$ cat config.mk
export PLATFORM = sky130hd
export DESIGN_NAME = sauria_reg_responder
export DESIGN_NICKNAME = d
export VERILOG_FILES = /design/src/rtl/sauria_reg_responder.sv
export SDC_FILE = /design/constraint.sdc
export NUM_CORES = 1
export LEC_CHECK = 0
export CORE_MARGIN = 3
export CORE_UTILIZATION = 40
export CTS_CLUSTER_DIAMETER = 60
export DETAILED_ROUTE_END_ITERATION = 12
export PLACE_DENSITY_LB_ADDON = 0.08
export REMOVE_ABC_BUFFERS = 1
export SYNTH_ARGS = -nofsm -noshare
export SYNTH_HDL_FRONTEND = slang
export SYNTH_SLANG_ARGS = --single-unit
$ cat constraint.sdc
create_clock -name clk_i -period 3.8 [get_ports clk_i]
set_input_delay 0.57 -clock clk_i [delete_from_list [all_inputs] [get_ports clk_i]]
set_output_delay 0.57 -clock clk_i [all_outputs]
set_load 0.02 [all_outputs]
$ cat src/rtl/sauria_reg_responder.sv
// sauria_reg_responder
//
// Register-bus responder for the SAURIA window on the Cheshire external register
// port. Decodes the window [BASE_ADDR, BASE_ADDR+WINDOW_SIZE), serves a small
// local control/status file at offsets 0x000-0x0FF and forwards every other
// in-window access to the SAURIA core configuration port through a
// request/acknowledge handshake. Raises a level interrupt on job completion.
//
// Optional feature macro: SAURIA_REG_TIMEOUT_EN
//   When defined, a forwarded access that sees no cfg_ack_i for TIMEOUT_CYCLES
//   cycles is abandoned and answered with error=1. When undefined, forwarded
//   accesses wait indefinitely and no counter exists.
//
// Ports
//   clk_i, rst_i            clock, asynchronous active-high reset
//   reg_valid_i ... wstrb_i register-bus request (held until reg_ready_o)
//   reg_ready_o/rdata/error register-bus response (valid when valid && ready)
//   cfg_req_o ... be_o      forwarded request to the core, held until ack
//   cfg_ack_i, cfg_rdata_i  core acknowledge and read data (same cycle)
//   sauria_start_o          one-cycle job start pulse
//   sauria_done_i           one-cycle job completion pulse
//   irq_o                   level interrupt, DONE & IRQ_EN
//
// Local register map
//   0x00 CTRL   (WO) bit0 START, bit1 CLR_DONE (need strobe byte 0); reads 0
//   0x04 STATUS (RO) bit0 BUSY, bit1 DONE
//   0x08 IRQ_EN (RW) bit0
//   0x0C ID     (RO) ID_VALUE
module sauria_reg_responder #(
  parameter int unsigned           ADDR_WIDTH     = 48,
  parameter int unsigned           DATA_WIDTH     = 32,
  parameter logic [ADDR_WIDTH-1:0] BASE_ADDR      = 'h4000_0000,
  parameter logic [ADDR_WIDTH-1:0] WINDOW_SIZE    = 'h0500_0000,
  parameter int unsigned           TIMEOUT_CYCLES = 256,
  parameter logic [DATA_WIDTH-1:0] ID_VALUE       = 'h5A0A_0001
) (
  input  logic                    clk_i,
  input  logic                    rst_i,
  input  logic                    reg_valid_i,
  input  logic                    reg_write_i,
  input  logic [ADDR_WIDTH-1:0]   reg_addr_i,
  input  logic [DATA_WIDTH-1:0]   reg_wdata_i,
  input  logic [DATA_WIDTH/8-1:0] reg_wstrb_i,
  output logic                    reg_ready_o,
  output logic [DATA_WIDTH-1:0]   reg_rdata_o,
  output logic                    reg_error_o,
  output logic                    cfg_req_o,
  output logic                    cfg_we_o,
  output logic [26:0]             cfg_addr_o,
  output logic [DATA_WIDTH-1:0]   cfg_wdata_o,
  output logic [DATA_WIDTH/8-1:0] cfg_be_o,
  input  logic                    cfg_ack_i,
  input  logic [DATA_WIDTH-1:0]   cfg_rdata_i,
  output logic                    sauria_start_o,
  input  logic                    sauria_done_i,
  output logic                    irq_o
);

  typedef enum logic [1:0] {StIdle, StFwd, StResp} state_e;

  state_e                  state_q;
  logic                    cfg_req_q;
  logic                    cfg_we_q;
  logic [26:0]             cfg_addr_q;
  logic [DATA_WIDTH-1:0]   cfg_wdata_q;
  logic [DATA_WIDTH/8-1:0] cfg_be_q;
  logic [DATA_WIDTH-1:0]   resp_rdata_q;
  logic                    resp_error_q;

  logic busy_q, done_q, irq_en_q, start_q;

`ifdef SAURIA_REG_TIMEOUT_EN
  localparam int unsigned CntWidth = $clog2(TIMEOUT_CYCLES + 1);
  logic [CntWidth-1:0] cnt_q;
`endif

  // ---------------------------------------------------------------------------
  // Address decode
  // ---------------------------------------------------------------------------
  logic [ADDR_WIDTH-1:0] offset;
  logic                  in_window;
  logic                  is_local;
  logic                  fwd_hit;

  // Subtract first and compare the offset so BASE_ADDR+WINDOW_SIZE never overflows.
  assign offset    = reg_addr_i - BASE_ADDR;
  assign in_window = (reg_addr_i >= BASE_ADDR) && (offset < WINDOW_SIZE);
  assign is_local  = (offset[ADDR_WIDTH-1:8] == '0);
  assign fwd_hit   = in_window && !is_local;

  logic [DATA_WIDTH-1:0] loc_rdata;
  logic                  loc_error;

  always_comb begin
    loc_rdata = '0;
    loc_error = 1'b0;
    case (offset[7:0])
      8'h00:   loc_rdata = '0;
      8'h04:   loc_rdata = DATA_WIDTH'({done_q, busy_q});
      8'h08:   loc_rdata = DATA_WIDTH'(irq_en_q);
      8'h0C:   loc_rdata = ID_VALUE;
      default: loc_error = 1'b1;
    endcase
  end

  logic idle_req;
  logic local_wr;
  logic start_req;
  logic clr_req;
  logic irq_en_wr;

  assign idle_req  = (state_q == StIdle) && reg_valid_i;
  assign local_wr  = idle_req && reg_write_i && in_window && is_local;
  assign start_req = local_wr && (offset[7:0] == 8'h00) && reg_wstrb_i[0] && reg_wdata_i[0];
  assign clr_req   = local_wr && (offset[7:0] == 8'h00) && reg_wstrb_i[0] && reg_wdata_i[1];
  assign irq_en_wr = local_wr && (offset[7:0] == 8'h08) && reg_wstrb_i[0];

  // ---------------------------------------------------------------------------
  // Response path: local/error accesses answer combinationally in IDLE,
  // forwarded accesses answer from the registered RESP state.
  // ---------------------------------------------------------------------------
  always_comb begin
    reg_ready_o = 1'b0;
    reg_rdata_o = '0;
    reg_error_o = 1'b0;
    if (rst_i) begin
      // Outputs forced low for the whole reset.
    end else if (state_q == StResp) begin
      reg_ready_o = 1'b1;
      reg_rdata_o = resp_rdata_q;
      reg_error_o = resp_error_q;
    end else if (idle_req && !fwd_hit) begin
      reg_ready_o = 1'b1;
      if (!in_window) begin
        reg_error_o = 1'b1;
      end else begin
        reg_error_o = loc_error;
        if (!reg_write_i && !loc_error) reg_rdata_o = loc_rdata;
      end
    end
  end

  // ---------------------------------------------------------------------------
  // Forwarding FSM
  // ---------------------------------------------------------------------------
  always_ff @(posedge clk_i or posedge rst_i) begin
    if (rst_i) begin
      state_q      <= StIdle;
      cfg_req_q    <= 1'b0;
      cfg_we_q     <= 1'b0;
      cfg_addr_q   <= '0;
      cfg_wdata_q  <= '0;
      cfg_be_q     <= '0;
      resp_rdata_q <= '0;
      resp_error_q <= 1'b0;
`ifdef SAURIA_REG_TIMEOUT_EN
      cnt_q        <= '0;
`endif
    end else begin
      case (state_q)
        StIdle: begin
          if (idle_req && fwd_hit) begin
            state_q     <= StFwd;
            cfg_req_q   <= 1'b1;
            cfg_we_q    <= reg_write_i;
            cfg_addr_q  <= offset[26:0];
            cfg_wdata_q <= reg_wdata_i;
            cfg_be_q    <= reg_wstrb_i;
`ifdef SAURIA_REG_TIMEOUT_EN
            cnt_q       <= '0;
`endif
          end
        end
        StFwd: begin
          // An ack in the timeout cycle still wins.
          if (cfg_ack_i) begin
            state_q      <= StResp;
            cfg_req_q    <= 1'b0;
            resp_rdata_q <= cfg_we_q ? '0 : cfg_rdata_i;
            resp_error_q <= 1'b0;
          end
`ifdef SAURIA_REG_TIMEOUT_EN
          else if (cnt_q == CntWidth'(TIMEOUT_CYCLES)) begin
            state_q      <= StResp;
            cfg_req_q    <= 1'b0;
            resp_rdata_q <= '0;
            resp_error_q <= 1'b1;
          end else begin
            cnt_q <= cnt_q + 1'b1;
          end
`endif
        end
        StResp: begin
          state_q      <= StIdle;
          resp_rdata_q <= '0;
          resp_error_q <= 1'b0;
        end
        default: begin
          state_q   <= StIdle;
          cfg_req_q <= 1'b0;
        end
      endcase
    end
  end

  assign cfg_req_o   = cfg_req_q;
  assign cfg_we_o    = cfg_we_q;
  assign cfg_addr_o  = cfg_addr_q;
  assign cfg_wdata_o = cfg_wdata_q;
  assign cfg_be_o    = cfg_be_q;

  // ---------------------------------------------------------------------------
  // Local control/status file
  // ---------------------------------------------------------------------------
  always_ff @(posedge clk_i or posedge rst_i) begin
    if (rst_i) begin
      busy_q   <= 1'b0;
      done_q   <= 1'b0;
      irq_en_q <= 1'b0;
      start_q  <= 1'b0;
    end else begin
      // START while already busy is dropped.
      start_q <= start_req && !busy_q;
      if (start_req && !busy_q) begin
        busy_q <= 1'b1;
      end else if (sauria_done_i) begin
        busy_q <= 1'b0;
      end
      // Completion beats a coincident CLR_DONE so no job end is lost.
      if (sauria_done_i) begin
        done_q <= 1'b1;
      end else if (clr_req) begin
        done_q <= 1'b0;
      end
      if (irq_en_wr) irq_en_q <= reg_wdata_i[0];
    end
  end

  assign sauria_start_o = start_q;
  assign irq_o          = done_q & irq_en_q;

endmodule

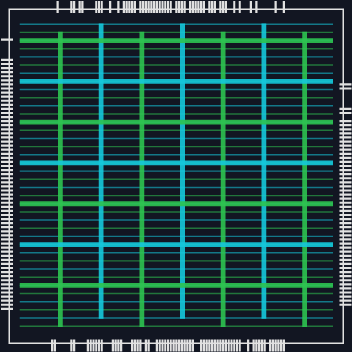
floorplan.png
(3 px per µm) Pins as bars on the die edge.
net	color
VSS	green
VDD	cyan
rows	37
met1 rails	38
met4 straps	7

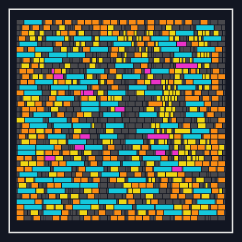
class_map.png
(2 px per µm) Fill, decap, tap and diode cells in gray.
class	color	cells
registers	cyan	103
remaining buffers and delay cells	orange	230
clock drivers and dummy loads	magenta	16
remaining logic cells	yellow	221

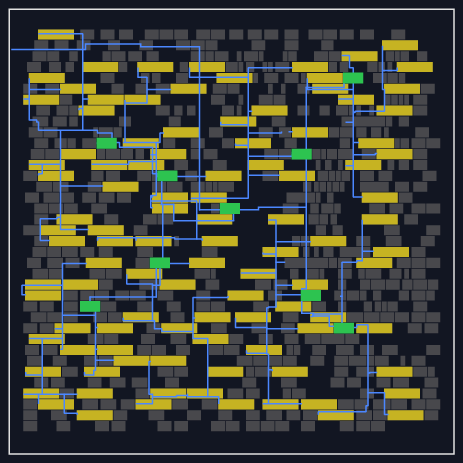
clock_wires.png
(4 px per µm)
[flip-flops] yellow | count: 103
[clock wires] blue | length: 1,300 µm
[clock-net drivers] green | count: 9
flops lie	widely spread

==> run summary <==
flow finished, numbers: NonClk Buf Share between 30 and 40%, Mapped Area around 4400 µm², Power, Total ~2.1 mW, Setup TNS Final 0 ns, GRT Util Overall roughly a fifth, CP cell instances clkdlybuf4s50_1 > nor4_1 > nand4_1 > nor3_1 > nand4_1 > nand2_1 > clkdlybuf4s50_1, die height between 100 and 150 µm, Critical Path AT between 3 and 4 ns, Via-to-Cell Ratio 5.24, initial DRC count 172, Sw Pwr 473 µW, count leader, synth dfrtp_1, worst vdd ir 0.190 mV, max-slew violations 0, status finished, final reports clean, comb_multi_in approximately 220, vias in the first global route roughly 3,900, Final Setup Violations 0, Crit Path Class input port to primary output, # Max-Cap Violations 0, slowest CP cell clkdlybuf4s50_1, Clk pwr share ~36%, hold_ws 0.494 ns, area leader, netlist dfrtp_1, drc violations 0, sw frac between 20 and 25%, PwrDens 304 nW/µm², Antenna diodes 0, Register Area 2580 µm², synth warn 0, Post-synth top cells 103 x dfrtp_1, 62 x mux2_2, 28 x a22o_1, total tool warning count 25, invs w/o clock 2, largest net degree at the start of global routing approximately 53, Post-CTS Setup Inserts 0, most instantiated logic cell after routing clkdlybuf4s50_1, # IOs approximately 220, Cell area leaders dfrtp_1 59%, mux2_2 16%, a22o_1 5.6%, # port buffers between 200 and 250, tap cells approximately 140, sequential share of the synthesized area approximately three fifths, Avg Inst Size Synth about 13 µm², final wirelength approximately 13,000 µm, Worst Path Required 3.23 ns
## power by group through the flow
stage          sequential (mW)  combinational (mW)  clock, mW
2_1_floorplan             1.16              0.0597          0
3_3_place_gp              1.16               0.213          0
3_5_place_dp              1.16               0.218          0
4_1_cts                   1.14               0.218      0.800
5_1_grt                   1.14               0.235      0.836
6_report                  1.14               0.216      0.776
## per-stage QoR
step                      instances  area [µm²]  setup WS [ns]  utilization, %
after global placement          690        6790         0.0609            64.6
after CTS                       706        7020         0.0723            66.8
after floorplan                 324        4300          0.425               -
after detailed placement        690        6790        -0.0191            64.6
after global routing            706        7020         0.0244            66.8
final                           706        7020          0.156            66.8
## kinds of logic after synthesis
kind of cell / share of synthesized area [%]
AND/OR/NAND/NOR: 13.3
multiplexers: 16.7
flip-flops: 58.6
buffers and inverters: 2.42
AND-OR/OR-AND: 8.77
XOR/XNOR: 0.199
## worst paths after layout
check                               startpoint               to  slack [ns]
worst max-delay path            reg_addr_i[37]  reg_rdata_o[30]        0.16
worst min-delay path                 cfg_req_o        cfg_req_o        0.49
worst max register to register      state_q[0]   cfg_addr_o[26]        1.57
worst min register to register       cfg_req_o        cfg_req_o        0.49
max in group asynchronous                rst_i  cfg_wdata_o[16]        2.36
min in group asynchronous                rst_i   cfg_wdata_o[0]        0.74
## critical path, delay by kind of cell
family,cells,cell delay [ns]
and+or+nand+nor,5,1.48
buffers and inverters,2,1.03
## what timing repair did
action	CTS	global route
endpoints found under the setup margin	6	7
hold buffers	0	0
resized	1	1
## metal layers
| layer | vias to the layer above | wire length, µm | track usage [%] |
|---|---|---|---|
| li1 | 1703 | - | - |
| met1 | 1824 | 4980 | 24.4 |
| met2 | 160 | 6480 | 35.2 |
| met3 | 14 | 1210 | 8.68 |
| met4 | 0 | 164 | 5.83 |
| met5 | - | 0 | 0 |
Power is estimated from default activity; no workload was simulated.
